<file path="src/rtl/timer_capture_buffer.sv">
// ---------------------------------------------------------------------------
// timer_capture_buffer
//
// Sits downstream of the timer block. Every capture result and every alarm
// event goes into a first-word-fall-through FIFO, which is read through a
// valid/ready port. The block also tracks the running min/max of capture
// results (alarm entries are excluded). When an entry has to be dropped
// because the FIFO is full, a sticky overflow flag and a saturating drop
// counter record it.
//
// Ports:
//   clk          system clock, rising edge
//   areset_n     asynchronous active-low reset
//   sreset       synchronous clear, active high; overrides everything else
//   in_valid     one-cycle strobe: an entry is present on in_data/in_tag
//   in_data      capture count, or alarm time for alarm entries
//   in_tag       0 = capture result, 1 = alarm event
//   out_valid    FIFO head is valid
//   out_ready    consumer accepts the head
//   out_data     head data (0 while the FIFO is empty)
//   out_tag      head tag (0 while the FIFO is empty)
//   level        current occupancy, 0..DEPTH
//   full         level == DEPTH
//   overflow     sticky: at least one entry has been dropped
//   drop_cnt     number of dropped entries, saturating
//   clr_overflow clears overflow and drop_cnt
//   min_val      smallest accepted capture result (all ones if none yet)
//   max_val      largest accepted capture result (0 if none yet)
//   stats_valid  at least one capture result accepted since reset
// ---------------------------------------------------------------------------
module timer_capture_buffer #(
   parameter int DATA_W = 32,
   parameter int DEPTH  = 8,
   parameter int CNT_W  = 8
) (
   input  logic                       clk,
   input  logic                       areset_n,
   input  logic                       sreset,
   input  logic                       in_valid,
   input  logic [DATA_W-1:0]          in_data,
   input  logic                       in_tag,
   output logic                       out_valid,
   input  logic                       out_ready,
   output logic [DATA_W-1:0]          out_data,
   output logic                       out_tag,
   output logic [$clog2(DEPTH):0]     level,
   output logic                       full,
   output logic                       overflow,
   output logic [CNT_W-1:0]           drop_cnt,
   input  logic                       clr_overflow,
   output logic [DATA_W-1:0]          min_val,
   output logic [DATA_W-1:0]          max_val,
   output logic                       stats_valid
);

   localparam int AW = $clog2(DEPTH);
   localparam int LW = AW + 1;

   logic [DATA_W:0]     mem_q [DEPTH];
   logic [AW-1:0]       wr_ptr_q, wr_ptr_d;
   logic [AW-1:0]       rd_ptr_q, rd_ptr_d;
   logic [LW-1:0]       level_q, level_d;
   logic                overflow_q, overflow_d;
   logic [CNT_W-1:0]    drop_cnt_q, drop_cnt_d;
   logic [DATA_W-1:0]   min_q, min_d;
   logic [DATA_W-1:0]   max_q, max_d;
   logic                stats_valid_q, stats_valid_d;

   logic                pop;
   logic                push;
   logic                drop;
   logic [DATA_W:0]     head;

   // The head is read combinationally from storage, which is what gives the
   // FIFO its fall-through behaviour. Data and tag are forced to zero while
   // the FIFO is empty, so stale storage never shows on the read port.
   assign out_valid   = (level_q != '0);
   assign full        = (level_q == LW'(DEPTH));
   assign head        = mem_q[rd_ptr_q];
   assign out_data    = out_valid ? head[DATA_W-1:0] : '0;
   assign out_tag     = out_valid ? head[DATA_W]     : 1'b0;
   assign level       = level_q;
   assign overflow    = overflow_q;
   assign drop_cnt    = drop_cnt_q;
   assign min_val     = min_q;
   assign max_val     = max_q;
   assign stats_valid = stats_valid_q;

   // A pop only happens when there is a head to remove. A pop in the same
   // cycle frees a slot, so a full FIFO can still accept a push; an entry is
   // dropped only when the FIFO is full and nothing leaves it.
   always_comb begin
      pop  = out_valid & out_ready;
      push = in_valid & (~full | pop);
      drop = in_valid & full & ~pop;
   end

   // Next-state computation for pointers, occupancy, overflow record and
   // statistics. The synchronous clear is handled last so that it overrides
   // any push, pop or clear in the same cycle. A drop takes priority over
   // clr_overflow, so a drop in the clearing cycle leaves a count of one.
   always_comb begin
      wr_ptr_d      = wr_ptr_q;
      rd_ptr_d      = rd_ptr_q;
      level_d       = level_q;
      overflow_d    = overflow_q;
      drop_cnt_d    = drop_cnt_q;
      min_d         = min_q;
      max_d         = max_q;
      stats_valid_d = stats_valid_q;

      if (push) begin
         wr_ptr_d = wr_ptr_q + AW'(1);
      end
      if (pop) begin
         rd_ptr_d = rd_ptr_q + AW'(1);
      end
      if (push && !pop) begin
         level_d = level_q + LW'(1);
      end else if (pop && !push) begin
         level_d = level_q - LW'(1);
      end

      if (drop) begin
         overflow_d = 1'b1;
         if (clr_overflow) begin
            drop_cnt_d = CNT_W'(1);
         end else if (drop_cnt_q != '1) begin
            drop_cnt_d = drop_cnt_q + CNT_W'(1);
         end
      end else if (clr_overflow) begin
         overflow_d = 1'b0;
         drop_cnt_d = '0;
      end

      if (push && !in_tag) begin
         stats_valid_d = 1'b1;
         if (in_data < min_q) begin
            min_d = in_data;
         end
         if (in_data > max_q) begin
            max_d = in_data;
         end
      end

      if (sreset) begin
         wr_ptr_d      = '0;
         rd_ptr_d      = '0;
         level_d       = '0;
         overflow_d    = 1'b0;
         drop_cnt_d    = '0;
         min_d         = '1;
         max_d         = '0;
         stats_valid_d = 1'b0;
      end
   end

   // Control and statistics registers, cleared by the asynchronous reset.
   always_ff @(posedge clk or negedge areset_n) begin
      if (!areset_n) begin
         wr_ptr_q      <= '0;
         rd_ptr_q      <= '0;
         level_q       <= '0;
         overflow_q    <= 1'b0;
         drop_cnt_q    <= '0;
         min_q         <= '1;
         max_q         <= '0;
         stats_valid_q <= 1'b0;
      end else begin
         wr_ptr_q      <= wr_ptr_d;
         rd_ptr_q      <= rd_ptr_d;
         level_q       <= level_d;
         overflow_q    <= overflow_d;
         drop_cnt_q    <= drop_cnt_d;
         min_q         <= min_d;
         max_q         <= max_d;
         stats_valid_q <= stats_valid_d;
      end
   end

   // Entry storage needs no reset: an entry is only visible once level says
   // it is there, and the read port is zeroed while empty.
   always_ff @(posedge clk) begin
      if (push && !sreset) begin
         mem_q[wr_ptr_q] <= {in_tag, in_data};
      end
   end

endmodule
</file>
<file path="config.mk">
export PLATFORM = sky130hd
export DESIGN_NAME = timer_capture_buffer
export DESIGN_NICKNAME = d
export VERILOG_FILES = /design/src/rtl/timer_capture_buffer.sv
export SDC_FILE = /design/constraint.sdc
export NUM_CORES = 1
export LEC_CHECK = 0
export CORE_MARGIN = 4
export CORE_UTILIZATION = 57
export DETAILED_ROUTE_END_ITERATION = 6
export GPL_ROUTABILITY_DRIVEN = 0
export HOLD_SLACK_MARGIN = 0.1
export PLACE_DENSITY = 0.82
export SYNTH_ARGS = -nofsm -noshare
export SYNTH_HDL_FRONTEND = slang
export SYNTH_SLANG_ARGS = --single-unit
</file>
<file path="constraint.sdc">
create_clock -name clk -period 4.5 [get_ports clk]
set_clock_uncertainty 0.05 [all_clocks]
set_input_delay 0.9 -clock clk [delete_from_list [all_inputs] [get_ports clk]]
set_output_delay 0.9 -clock clk [all_outputs]
set_load 0.02 [all_outputs]
</file>
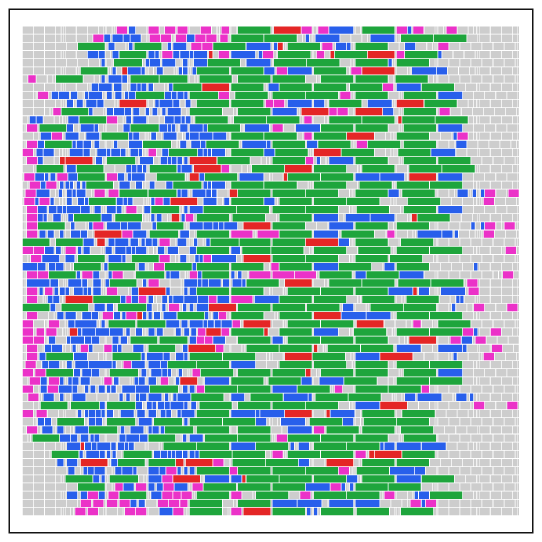
(cells coloured by class)
Drawn at 3 px/um. Fill, decap, tap and diode cells in grey.
| class | colour | cells |
|---|---|---|
| clock drivers and dummy loads | red | 64 |
| remaining logic cells | blue | 650 |
| remaining buffers and delay cells | magenta | 200 |
| sequential cells | green | 348 |
post-route cell area: 19,100 sq um
Seq/total area: 0.528

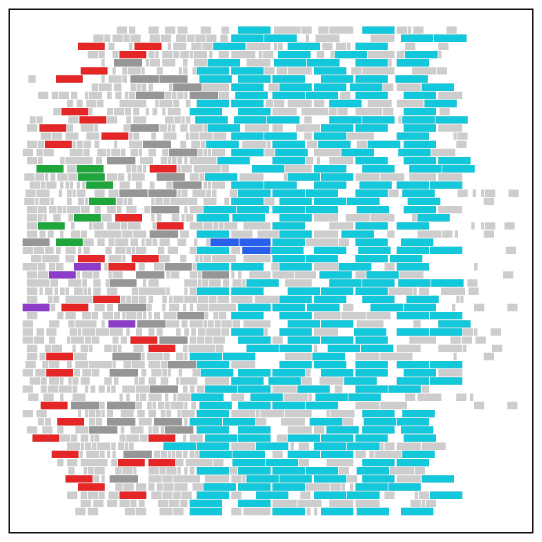
(register map, names as in the netlist)
Drawn at 3 px/um.
| signal | colour | placed flops |
|---|---|---|
| level | purple | 4 |
| mem_q | cyan | 264 |
| max_val | red | 32 |
| drop_cnt | green | 8 |
| rd_ptr_q | blue | 3 |
not coloured: 37
register area: 10,100 sq um
final core utilization: 0.705
sequential power: 3.81 mW

==> ci_impl_report.md <==
## PnR job results

| Metric | Value |
|---|---|
| Startpoint Class | `flip-flop` |
| Fin cells | `1,604` |
| Vias in the first global route | `10.4k` |
| Comb. cell area | `5220 sq um` |
| Setup TNS | `0 ns` |
| Htree depth | `2` |
| Power, Total | `9.42 mW` |
| Main flop type | `edfxtp_1` |
| Slew margin rel. | `0.412` |
| Diode count | `1` |
| Psw | `2.84 mW` |
| Die width | `174 um` |
| Area grow syn2layout | `21.4%` |
| Adder-cell share of the synthesized area | `0.0555` |
| Count of non-CTS buffers in the layout | `200` |
| Met1 Wirelength | `15,600 um` |
| Max FFs per register | `264` |
| Setup-failing EPs final | `0` |
| Number of cells on the critical path | `5` |
| Core area | `27,000 sq um` |
| CP Cell Sequence | `buf_4 > mux4_2 > mux2i_1 > nor2_1 > clkdlybuf4s50_1` |
| Simple Share, Synth | `0.0767` |
| Top cells by area | `edfxtp_1 50%, mux4_2 9.5%, dfrtp_1 8.3%` |
| Dominant logic cell type in the layout | `edfxtp_1` |
| Multi-input gates | `581` |
| Netlist Area Pre-Place | `15,700 sq um` |
| Ys flops | `348` |
| Outcome | `finished, final reports clean` |
| Global route total overflow | `0` |
| Ys cells | `1,048` |
| Total of max-cap violations | `0` |
| ClkCell Share | `0.0598` |
| Pre-CTS WS | `0.502 ns` |
| Area after DPL | `17,900 sq um` |
| Hold buffer count at CTS | `0` |
| Most frequent cells in the layout | `264 x edfxtp_1, 149 x clkdlybuf4s50_1, 69 x nand2b_1` |
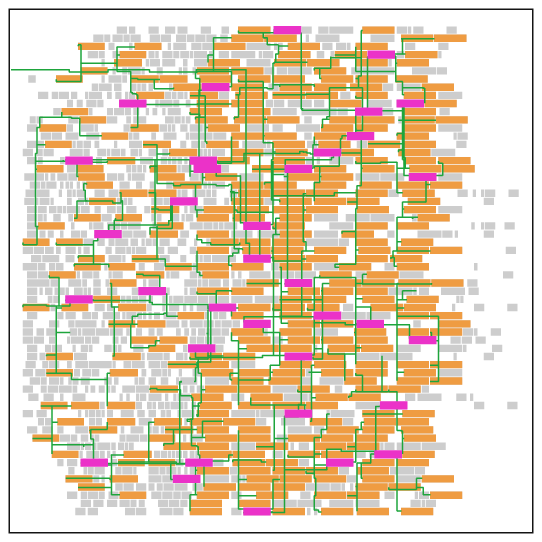
(routed clock nets over the placement)
Drawn at 3 px/um.
[clock wires] green | length: 3,860 um
[clock-net drivers] magenta | count: 35
[flip-flops] orange | count: 348
routed clock nets: 36
Clk pwr share: 0.306
clock group total power: 2.89 mW
worst skew pair latency: 0.52 ns

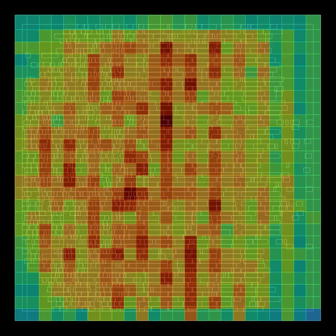
(routing congestion map)
gr busiest metal: met2
grt met2 use: 0.404
met3 Usage GRT: 0.0659

Power figures rest on the tool's default switching activity, not on a simulated workload.
